==> src/rtl/pipe_ctrl_pkg.sv <==
// rtl/pipe_ctrl_pkg.sv - shared state encoding and depth defaults for the pipeline hazard controller
package pipe_ctrl_pkg;

    typedef enum logic [2:0] {
        ST_PRIME   = 3'd0,
        ST_RUN     = 3'd1,
        ST_FLUSH   = 3'd2,
        ST_MEMWAIT = 3'd3,
        ST_DRAIN   = 3'd4,
        ST_HALT    = 3'd5
    } pipe_state_e;

    localparam logic [4:0] REG_X0 = 5'd0;

    localparam int DEF_FLUSH_DEPTH = 2;
    localparam int DEF_DRAIN_DEPTH = 3;
    localparam int DEF_CNT_W       = 16;

    function automatic logic reg_match(input logic [4:0] a, input logic [4:0] b);
        return (a != REG_X0) && (a == b);
    endfunction

endpackage

==> src/rtl/pipe_hazard_ctrl_if.sv <==
// rtl/pipe_hazard_ctrl_if.sv - pipeline-to-hazard-controller signal bundle
interface pipe_hazard_ctrl_if #(
    parameter int CNT_W = 16
);
    logic [4:0]       dec_read_reg1;
    logic [4:0]       dec_read_reg2;
    logic             dec_uses_rs1;
    logic             dec_uses_rs2;
    logic             dec_hlt;
    logic             ex_mem_reg;
    logic             ex_reg_write;
    logic [4:0]       ex_write_reg;
    logic             wb_reg_write;
    logic [4:0]       wb_write_reg;
    logic             ex_redirect;
    logic             mem_busy;
    logic             resume;

    logic             pc_write;
    logic             fd_write;
    logic             fd_flush;
    logic             fe_bubble;
    logic             pipe_hold;
    logic             forwardC;
    logic             forwardD;
    logic             halted;
    logic [CNT_W-1:0] stall_cycles;
    logic [CNT_W-1:0] flush_cycles;

    modport master (
        output dec_read_reg1, dec_read_reg2, dec_uses_rs1, dec_uses_rs2, dec_hlt,
               ex_mem_reg, ex_reg_write, ex_write_reg, wb_reg_write, wb_write_reg,
               ex_redirect, mem_busy, resume,
        input  pc_write, fd_write, fd_flush, fe_bubble, pipe_hold, forwardC, forwardD,
               halted, stall_cycles, flush_cycles
    );

    modport slave (
        input  dec_read_reg1, dec_read_reg2, dec_uses_rs1, dec_uses_rs2, dec_hlt,
               ex_mem_reg, ex_reg_write, ex_write_reg, wb_reg_write, wb_write_reg,
               ex_redirect, mem_busy, resume,
        output pc_write, fd_write, fd_flush, fe_bubble, pipe_hold, forwardC, forwardD,
               halted, stall_cycles, flush_cycles
    );
endinterface

==> src/rtl/pipe_hazard_detect.sv <==
// rtl/pipe_hazard_detect.sv - combinational load-use and write-back forwarding compares
module pipe_hazard_detect
    import pipe_ctrl_pkg::*;
(
    input  logic [4:0] i_dec_rs1,
    input  logic [4:0] i_dec_rs2,
    input  logic       i_uses_rs1,
    input  logic       i_uses_rs2,
    input  logic       i_ex_mem_reg,
    input  logic       i_ex_reg_write,
    input  logic [4:0] i_ex_rd,
    input  logic       i_wb_reg_write,
    input  logic [4:0] i_wb_rd,
    output logic       o_load_use,
    output logic       o_wb_hit_rs1,
    output logic       o_wb_hit_rs2
);

    logic w_ex_load;
    logic w_rs1_dep;
    logic w_rs2_dep;

    assign w_ex_load = i_ex_mem_reg & i_ex_reg_write;
    // reg_match rejects x0 so it never produces a stall or a forward
    assign w_rs1_dep = i_uses_rs1 & reg_match(i_ex_rd, i_dec_rs1);
    assign w_rs2_dep = i_uses_rs2 & reg_match(i_ex_rd, i_dec_rs2);

    assign o_load_use   = w_ex_load & (w_rs1_dep | w_rs2_dep);
    assign o_wb_hit_rs1 = i_wb_reg_write & reg_match(i_wb_rd, i_dec_rs1);
    assign o_wb_hit_rs2 = i_wb_reg_write & reg_match(i_wb_rd, i_dec_rs2);

endmodule

==> src/rtl/pipe_hazard_ctrl.sv <==
// rtl/pipe_hazard_ctrl.sv - stall/flush/bubble sequencer for the 5-stage pipeline
// Optional perf counters built only when PIPE_HAZARD_PERF_EN is defined.
module pipe_hazard_ctrl
    import pipe_ctrl_pkg::*;
#(
    parameter int FLUSH_DEPTH = DEF_FLUSH_DEPTH,
    parameter int DRAIN_DEPTH = DEF_DRAIN_DEPTH,
    parameter int CNT_W       = DEF_CNT_W
) (
    input  logic               clk,
    input  logic               rst_n,
    pipe_hazard_ctrl_if.slave  bus
);

    localparam logic [2:0] FLUSH_LOAD = 3'(FLUSH_DEPTH);
    localparam logic [2:0] FLUSH_REST = 3'(FLUSH_DEPTH - 1);
    localparam logic [2:0] DRAIN_LOAD = 3'(DRAIN_DEPTH);

    pipe_state_e r_state;
    pipe_state_e w_nxt_state;
    logic [2:0]  r_cnt;
    logic [2:0]  w_nxt_cnt;

    logic w_load_use;
    logic w_wb_hit_rs1;
    logic w_wb_hit_rs2;

    logic w_pc_write;
    logic w_fd_write;
    logic w_fd_flush;
    logic w_fe_bubble;
    logic w_pipe_hold;
    logic w_halted;
    logic w_fwd_en;

    pipe_hazard_detect u_detect (
        .i_dec_rs1      (bus.dec_read_reg1),
        .i_dec_rs2      (bus.dec_read_reg2),
        .i_uses_rs1     (bus.dec_uses_rs1),
        .i_uses_rs2     (bus.dec_uses_rs2),
        .i_ex_mem_reg   (bus.ex_mem_reg),
        .i_ex_reg_write (bus.ex_reg_write),
        .i_ex_rd        (bus.ex_write_reg),
        .i_wb_reg_write (bus.wb_reg_write),
        .i_wb_rd        (bus.wb_write_reg),
        .o_load_use     (w_load_use),
        .o_wb_hit_rs1   (w_wb_hit_rs1),
        .o_wb_hit_rs2   (w_wb_hit_rs2)
    );

    always_comb begin
        w_nxt_state = r_state;
        w_nxt_cnt   = r_cnt;
        w_pc_write  = 1'b1;
        w_fd_write  = 1'b1;
        w_fd_flush  = 1'b0;
        w_fe_bubble = 1'b0;
        w_pipe_hold = 1'b0;
        w_halted    = 1'b0;
        w_fwd_en    = 1'b1;

        case (r_state)
            ST_PRIME: begin
                w_fd_flush  = 1'b1;
                w_fe_bubble = 1'b1;
                w_fwd_en    = 1'b0;
                w_nxt_cnt   = r_cnt - 3'd1;
                if (r_cnt <= 3'd1) begin
                    w_nxt_state = ST_RUN;
                end
            end

            // MEMWAIT exit re-evaluates the RUN rules in the same cycle, so both share one arm
            ST_RUN, ST_MEMWAIT: begin
                if (bus.mem_busy) begin
                    w_pipe_hold = 1'b1;
                    w_pc_write  = 1'b0;
                    w_fd_write  = 1'b0;
                    w_nxt_state = ST_MEMWAIT;
                end else if (bus.ex_redirect) begin
                    w_fd_flush  = 1'b1;
                    w_fe_bubble = 1'b1;
                    w_nxt_cnt   = FLUSH_REST;
                    w_nxt_state = (FLUSH_DEPTH == 1) ? ST_RUN : ST_FLUSH;
                end else if (w_load_use) begin
                    w_pc_write  = 1'b0;
                    w_fd_write  = 1'b0;
                    w_fe_bubble = 1'b1;
                    w_nxt_state = ST_RUN;
                end else if (bus.dec_hlt) begin
                    w_pc_write  = 1'b0;
                    w_fd_write  = 1'b0;
                    w_fe_bubble = 1'b1;
                    w_nxt_cnt   = DRAIN_LOAD;
                    w_nxt_state = ST_DRAIN;
                end else begin
                    w_nxt_state = ST_RUN;
                end
            end

            ST_FLUSH: begin
                if (bus.mem_busy) begin
                    w_pipe_hold = 1'b1;
                    w_pc_write  = 1'b0;
                    w_fd_write  = 1'b0;
                end else begin
                    w_fd_flush  = 1'b1;
                    w_fe_bubble = 1'b1;
                    w_nxt_cnt   = r_cnt - 3'd1;
                    if (r_cnt <= 3'd1) begin
                        w_nxt_state = ST_RUN;
                    end
                end
            end

            ST_DRAIN: begin
                w_pc_write  = 1'b0;
                w_fd_write  = 1'b0;
                w_fe_bubble = 1'b1;
                w_pipe_hold = bus.mem_busy;
                if (!bus.mem_busy) begin
                    w_nxt_cnt = r_cnt - 3'd1;
                    if (r_cnt <= 3'd1) begin
                        w_nxt_state = ST_HALT;
                    end
                end
            end

            ST_HALT: begin
                w_halted    = 1'b1;
                w_pc_write  = 1'b0;
                w_fd_write  = 1'b0;
                w_fe_bubble = 1'b1;
                w_pipe_hold = 1'b1;
                w_fwd_en    = 1'b0;
                if (bus.resume) begin
                    w_nxt_cnt   = FLUSH_LOAD;
                    w_nxt_state = ST_PRIME;
                end
            end

            default: begin
                w_nxt_cnt   = FLUSH_LOAD;
                w_nxt_state = ST_PRIME;
            end
        endcase
    end

    always_ff @(posedge clk) begin
        if (!rst_n) begin
            r_state <= ST_PRIME;
            r_cnt   <= FLUSH_LOAD;
        end else begin
            r_state <= w_nxt_state;
            r_cnt   <= w_nxt_cnt;
        end
    end

    assign bus.pc_write  = w_pc_write;
    assign bus.fd_write  = w_fd_write;
    assign bus.fd_flush  = w_fd_flush;
    assign bus.fe_bubble = w_fe_bubble;
    assign bus.pipe_hold = w_pipe_hold;
    assign bus.halted    = w_halted;
    assign bus.forwardC  = w_wb_hit_rs1 & ~w_fe_bubble & w_fwd_en;
    assign bus.forwardD  = w_wb_hit_rs2 & ~w_fe_bubble & w_fwd_en;

`ifdef PIPE_HAZARD_PERF_EN
    localparam logic [CNT_W-1:0] CNT_ONE = CNT_W'(1);

    logic             w_stall_inc;
    logic             w_flush_inc;
    logic [CNT_W-1:0] r_stall_cycles;
    logic [CNT_W-1:0] r_flush_cycles;

    assign w_stall_inc = ~w_pc_write &
                         ((r_state == ST_RUN) || (r_state == ST_MEMWAIT) || (r_state == ST_DRAIN));
    assign w_flush_inc = w_fd_flush & (r_state != ST_PRIME);

    always_ff @(posedge clk) begin
        if (!rst_n) begin
            r_stall_cycles <= '0;
            r_flush_cycles <= '0;
        end else begin
            if (w_stall_inc && (r_stall_cycles != '1)) begin
                r_stall_cycles <= r_stall_cycles + CNT_ONE;
            end
            if (w_flush_inc && (r_flush_cycles != '1)) begin
                r_flush_cycles <= r_flush_cycles + CNT_ONE;
            end
        end
    end

    assign bus.stall_cycles = r_stall_cycles;
    assign bus.flush_cycles = r_flush_cycles;
`else
    assign bus.stall_cycles = '0;
    assign bus.flush_cycles = '0;
`endif

endmodule

==> src/flat_wrapper.sv <==
// flat-port wrapper written by rule: the top's interface ports become plain ports
module pipe_hazard_ctrl_flat import pipe_ctrl_pkg::*;
#(
    parameter int FLUSH_DEPTH = DEF_FLUSH_DEPTH,
    parameter int DRAIN_DEPTH = DEF_DRAIN_DEPTH,
    parameter int CNT_W       = DEF_CNT_W
)
  (clk, rst_n, bus_dec_read_reg1, bus_dec_read_reg2, bus_dec_uses_rs1, bus_dec_uses_rs2, bus_dec_hlt, bus_ex_mem_reg, bus_ex_reg_write, bus_ex_write_reg, bus_wb_reg_write, bus_wb_write_reg, bus_ex_redirect, bus_mem_busy, bus_resume, bus_pc_write, bus_fd_write, bus_fd_flush, bus_fe_bubble, bus_pipe_hold, bus_forwardC, bus_forwardD, bus_halted, bus_stall_cycles, bus_flush_cycles);
  pipe_hazard_ctrl_if #(.CNT_W(CNT_W)) bus_i ();
  input  logic clk;
  input  logic rst_n;
  input wire logic [$bits(bus_i.dec_read_reg1)-1:0] bus_dec_read_reg1;
  input wire logic [$bits(bus_i.dec_read_reg2)-1:0] bus_dec_read_reg2;
  input wire logic [$bits(bus_i.dec_uses_rs1)-1:0] bus_dec_uses_rs1;
  input wire logic [$bits(bus_i.dec_uses_rs2)-1:0] bus_dec_uses_rs2;
  input wire logic [$bits(bus_i.dec_hlt)-1:0] bus_dec_hlt;
  input wire logic [$bits(bus_i.ex_mem_reg)-1:0] bus_ex_mem_reg;
  input wire logic [$bits(bus_i.ex_reg_write)-1:0] bus_ex_reg_write;
  input wire logic [$bits(bus_i.ex_write_reg)-1:0] bus_ex_write_reg;
  input wire logic [$bits(bus_i.wb_reg_write)-1:0] bus_wb_reg_write;
  input wire logic [$bits(bus_i.wb_write_reg)-1:0] bus_wb_write_reg;
  input wire logic [$bits(bus_i.ex_redirect)-1:0] bus_ex_redirect;
  input wire logic [$bits(bus_i.mem_busy)-1:0] bus_mem_busy;
  input wire logic [$bits(bus_i.resume)-1:0] bus_resume;
  output wire logic [$bits(bus_i.pc_write)-1:0] bus_pc_write;
  output wire logic [$bits(bus_i.fd_write)-1:0] bus_fd_write;
  output wire logic [$bits(bus_i.fd_flush)-1:0] bus_fd_flush;
  output wire logic [$bits(bus_i.fe_bubble)-1:0] bus_fe_bubble;
  output wire logic [$bits(bus_i.pipe_hold)-1:0] bus_pipe_hold;
  output wire logic [$bits(bus_i.forwardC)-1:0] bus_forwardC;
  output wire logic [$bits(bus_i.forwardD)-1:0] bus_forwardD;
  output wire logic [$bits(bus_i.halted)-1:0] bus_halted;
  output wire logic [$bits(bus_i.stall_cycles)-1:0] bus_stall_cycles;
  output wire logic [$bits(bus_i.flush_cycles)-1:0] bus_flush_cycles;
  assign bus_i.dec_read_reg1 = bus_dec_read_reg1;
  assign bus_i.dec_read_reg2 = bus_dec_read_reg2;
  assign bus_i.dec_uses_rs1 = bus_dec_uses_rs1;
  assign bus_i.dec_uses_rs2 = bus_dec_uses_rs2;
  assign bus_i.dec_hlt = bus_dec_hlt;
  assign bus_i.ex_mem_reg = bus_ex_mem_reg;
  assign bus_i.ex_reg_write = bus_ex_reg_write;
  assign bus_i.ex_write_reg = bus_ex_write_reg;
  assign bus_i.wb_reg_write = bus_wb_reg_write;
  assign bus_i.wb_write_reg = bus_wb_write_reg;
  assign bus_i.ex_redirect = bus_ex_redirect;
  assign bus_i.mem_busy = bus_mem_busy;
  assign bus_i.resume = bus_resume;
  assign bus_pc_write = bus_i.pc_write;
  assign bus_fd_write = bus_i.fd_write;
  assign bus_fd_flush = bus_i.fd_flush;
  assign bus_fe_bubble = bus_i.fe_bubble;
  assign bus_pipe_hold = bus_i.pipe_hold;
  assign bus_forwardC = bus_i.forwardC;
  assign bus_forwardD = bus_i.forwardD;
  assign bus_halted = bus_i.halted;
  assign bus_stall_cycles = bus_i.stall_cycles;
  assign bus_flush_cycles = bus_i.flush_cycles;
  pipe_hazard_ctrl #(.FLUSH_DEPTH(FLUSH_DEPTH), .DRAIN_DEPTH(DRAIN_DEPTH), .CNT_W(CNT_W)) u_core (.clk(clk), .rst_n(rst_n), .bus(bus_i));
endmodule
==> config.mk <==
export PLATFORM = sky130hd
export DESIGN_NAME = pipe_hazard_ctrl_flat
export DESIGN_NICKNAME = d
export VERILOG_FILES = /design/src/rtl/pipe_ctrl_pkg.sv /design/src/rtl/pipe_hazard_ctrl_if.sv /design/src/rtl/pipe_hazard_detect.sv /design/src/rtl/pipe_hazard_ctrl.sv /design/src/flat_wrapper.sv
export SDC_FILE = /design/constraint.sdc
export NUM_CORES = 1
export LEC_CHECK = 0
export ABC_AREA = 1
export CORE_UTILIZATION = 41
export CTS_BUF_LIST = sky130_fd_sc_hd__clkbuf_8
export CTS_CLUSTER_DIAMETER = 30
export CTS_CLUSTER_SIZE = 12
export DETAILED_ROUTE_END_ITERATION = 8
export GPL_ROUTABILITY_DRIVEN = 0
export MAX_ROUTING_LAYER = met4
export PLACE_DENSITY = 0.89
export SLEW_MARGIN = 20
export SYNTH_ARGS = -nofsm -noshare
export SYNTH_HDL_FRONTEND = slang
export SYNTH_SLANG_ARGS = --single-unit
==> constraint.sdc <==
create_clock -name clk -period 3.3 [get_ports clk]
set_input_delay 0.99 -clock clk [delete_from_list [all_inputs] [get_ports clk]]
set_output_delay 0.99 -clock clk [all_outputs]
set_load 0.01 [all_outputs]
**Clock wires, drivers and flops**

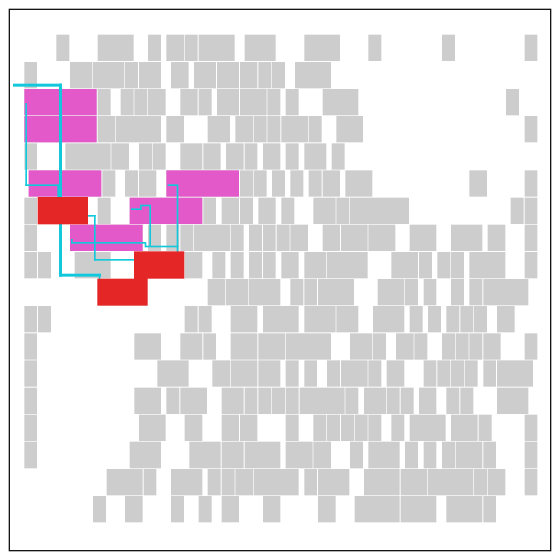
Magenta shows flip-flops, count 6. Cyan shows clock wires, length 88.8 µm. Red shows clock drivers, count 3.
There are 4 routed clock nets.

**Gate-type map**

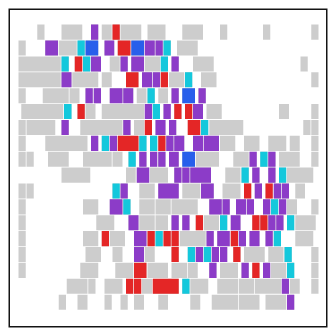
Red shows nor cells, cells 29, most used nor2_1. Cyan shows inv cells, cells 29, most used inv_1, where spread over the die. Blue shows and/or cells, cells 4, most used or2_2, where top middle. Purple shows nand cells, cells 77, most used nand2_1.
fraction of area in multi-input gates: 50.12%
highest-count logic cell in the final layout: sky130_fd_sc_hd__nand2_1

==> flow_results.xml <==
<?xml version="1.0" encoding="UTF-8"?>
<metrics>
  <group name="routing">
    <metric name="drc_errors" unit="">0</metric>
    <metric name="ant_nets" unit="">0</metric>
    <metric name="starting_drc_count_in_detailed_routing" unit="">15</metric>
    <metric name="route.detailed.wl_per_inst" unit="µm">9.309</metric>
  </group>
  <group name="setup_path">
    <metric name="cp-startpoint" unit="">bus_mem_busy</metric>
    <metric name="crit_required" unit="ns">2.31</metric>
    <metric name="worstReg2RegEnd" unit="">u_core.r_cnt[0]$_SDFFE_PN0P_</metric>
    <metric name="crit_top_cell" unit="">sky130_fd_sc_hd__nand3_1</metric>
    <metric name="cp-endpoint" unit="">bus_fd_flush</metric>
  </group>
  <group name="synth">
    <metric name="synth_chip_area" unit="µm²">1114</metric>
    <metric name="top_logic_kind" unit="">simple AND/OR/NAND/NOR gates</metric>
    <metric name="postSynthAreaPerCell" unit="µm²">5.540</metric>
    <metric name="synth-adder-area-share" unit="%">2.247</metric>
  </group>
  <group name="timing">
    <metric name="finalWorstPathRequiredPeriod" unit="ns">3.220</metric>
    <metric name="timing.final.hold_violations" unit="">0</metric>
    <metric name="finalMaxSlewViolations" unit="">0</metric>
    <metric name="skew" unit="ns">0.003476</metric>
  </group>
  <group name="floorplanning">
    <metric name="initial_util" unit="%">44.15</metric>
    <metric name="placeableCoreArea" unit="µm²">2522</metric>
    <metric name="die-height" unit="µm">54.12</metric>
    <metric name="number_of_placed_i_o_pins" unit="">71</metric>
  </group>
  <group name="final_layout">
    <metric name="drive_gt1_share" unit="%">25.67</metric>
    <metric name="fin_util" unit="%">62.75</metric>
  </group>
  <group name="clock_network">
    <metric name="root_cell_of_the_clock_tree" unit="">sky130_fd_sc_hd__clkbuf_8</metric>
    <metric name="count_of_clock_tree_sinks" unit="">6</metric>
  </group>
  <group name="status">
    <metric name="outcome" unit="">completed</metric>
  </group>
  <group name="global_route">
    <metric name="antenna_found_initial" unit="">0</metric>
  </group>
  <group name="placed_design">
    <metric name="post_dp_hpwl" unit="mm">2.242</metric>
  </group>
</metrics>
**Metal 2**

Cells faint in the background.
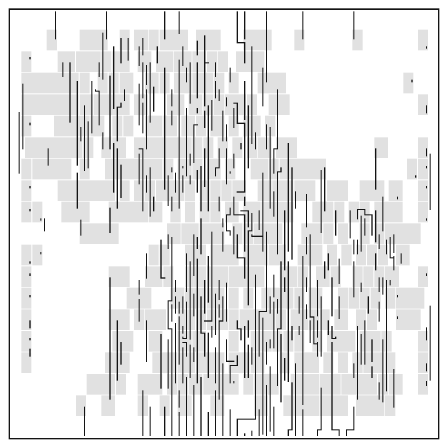
The layer holds 48% of the routed length. The longest straight run is 18.7 µm. The wires run mostly vertical.
met2 usage: 33.95%
via count: 1,292

[metal layers]
layer  track usage [%]  up-vias  share of wire (%)  routed length [µm]
met5                 -        -                  0                   0
met4             6.838        0               0.70                  19
met3             2.260        2                4.9                 132
met2             33.95       49                 48                1301
met1             23.31      560                 46                1256
li1                  -      681                  -                   -
[worst min path at each step]
stage	end	from	slack, ns
2_1_floorplan	u_core.r_cnt[1]$_SDFFE_PN1P_	u_core.r_cnt[1]$_SDFFE_PN1P_	0.43
3_3_place_gp	u_core.r_cnt[1]$_SDFFE_PN1P_	u_core.r_cnt[1]$_SDFFE_PN1P_	0.44
3_5_place_dp	u_core.r_cnt[1]$_SDFFE_PN1P_	u_core.r_cnt[1]$_SDFFE_PN1P_	0.47
4_1_cts	u_core.r_cnt[1]$_SDFFE_PN1P_	u_core.r_cnt[1]$_SDFFE_PN1P_	0.48
5_1_grt	u_core.r_cnt[2]$_SDFFE_PN0P_	u_core.r_cnt[2]$_SDFFE_PN0P_	0.50
6_report	u_core.r_cnt[1]$_SDFFE_PN1P_	u_core.r_cnt[1]$_SDFFE_PN1P_	0.47
[what timing repair did]
action	4_1_cts	5_1_grt
buffers inserted	1	0
gates cloned	0	0
pin swaps	4	20
gates resized	43	38
endpoints found under the setup margin	7	5
endpoints found under the hold margin	0	0
[sequential cells by signal, summed over array words and instances (netlist names)]
name,flops
u_core.r_state,3
u_core.r_cnt,3
[per-stage QoR]
stage | worst slack (ns) | TNS, ns
5_1_grt | -0.03927 | -0.03927
3_5_place_dp | -0.5835 | -2.763
6_report | 0.07991 | 0
2_1_floorplan | 0.3598 | 0
3_3_place_gp | -0.5348 | -2.676
4_1_cts | 0.002822 | 0
[where the power goes]
| group | switching [µW] | total [µW] | internal, µW | leakage, µW |
|---|---|---|---|---|
| registers | 20.0 | 121 | 101 | 0.0000494 |
| logic | 297 | 515 | 218 | 0.000852 |
| clock network | 27.4 | 105 | 78.0 | 0.0000216 |
[tightest hold or removal path: cells and delay by family, from the launching register on]
family	cells	cell delay, ns
flops	1	0.32
simple gates	2	0.12
[layout make-up]
cell class,instances,area share (%)
flip-flops and latches,6,7.589
repair buffers,59,30.43
multi-input cells,164,50.12
well taps,30,2.372
clock buffers,3,2.609
inverters,29,6.877
[cells in the mapped netlist, drive strengths merged]
| cell type | instances |
|---|---|
| buf | 33 |
| ha | 2 |
| dfxtp | 6 |
| conb | 1 |
| nand3b | 1 |
| nand3 | 18 |
| o21ai | 5 |
| or2 | 4 |
| a21oi | 7 |
| inv | 29 |
| xor2 | 4 |
| nand4 | 2 |
| nor3 | 1 |
| a211oi | 1 |
| o22ai | 1 |
| xnor2 | 2 |
| nor2 | 26 |
| nand2 | 56 |
| nor4 | 2 |
[logic make-up (layout without fill, tap and decap cells)]
family                   Yosys count  count (layout)
AND/OR/NAND/NOR                  110             110
flip-flops                         6               6
other                              1              32
AND-OR/OR-AND                     14              14
XOR/XNOR                           6               6
adder cells (fa/ha/maj)            2               2
buffers and inverters             62              91
Power figures rest on the tool's default switching activity, not on a simulated workload.
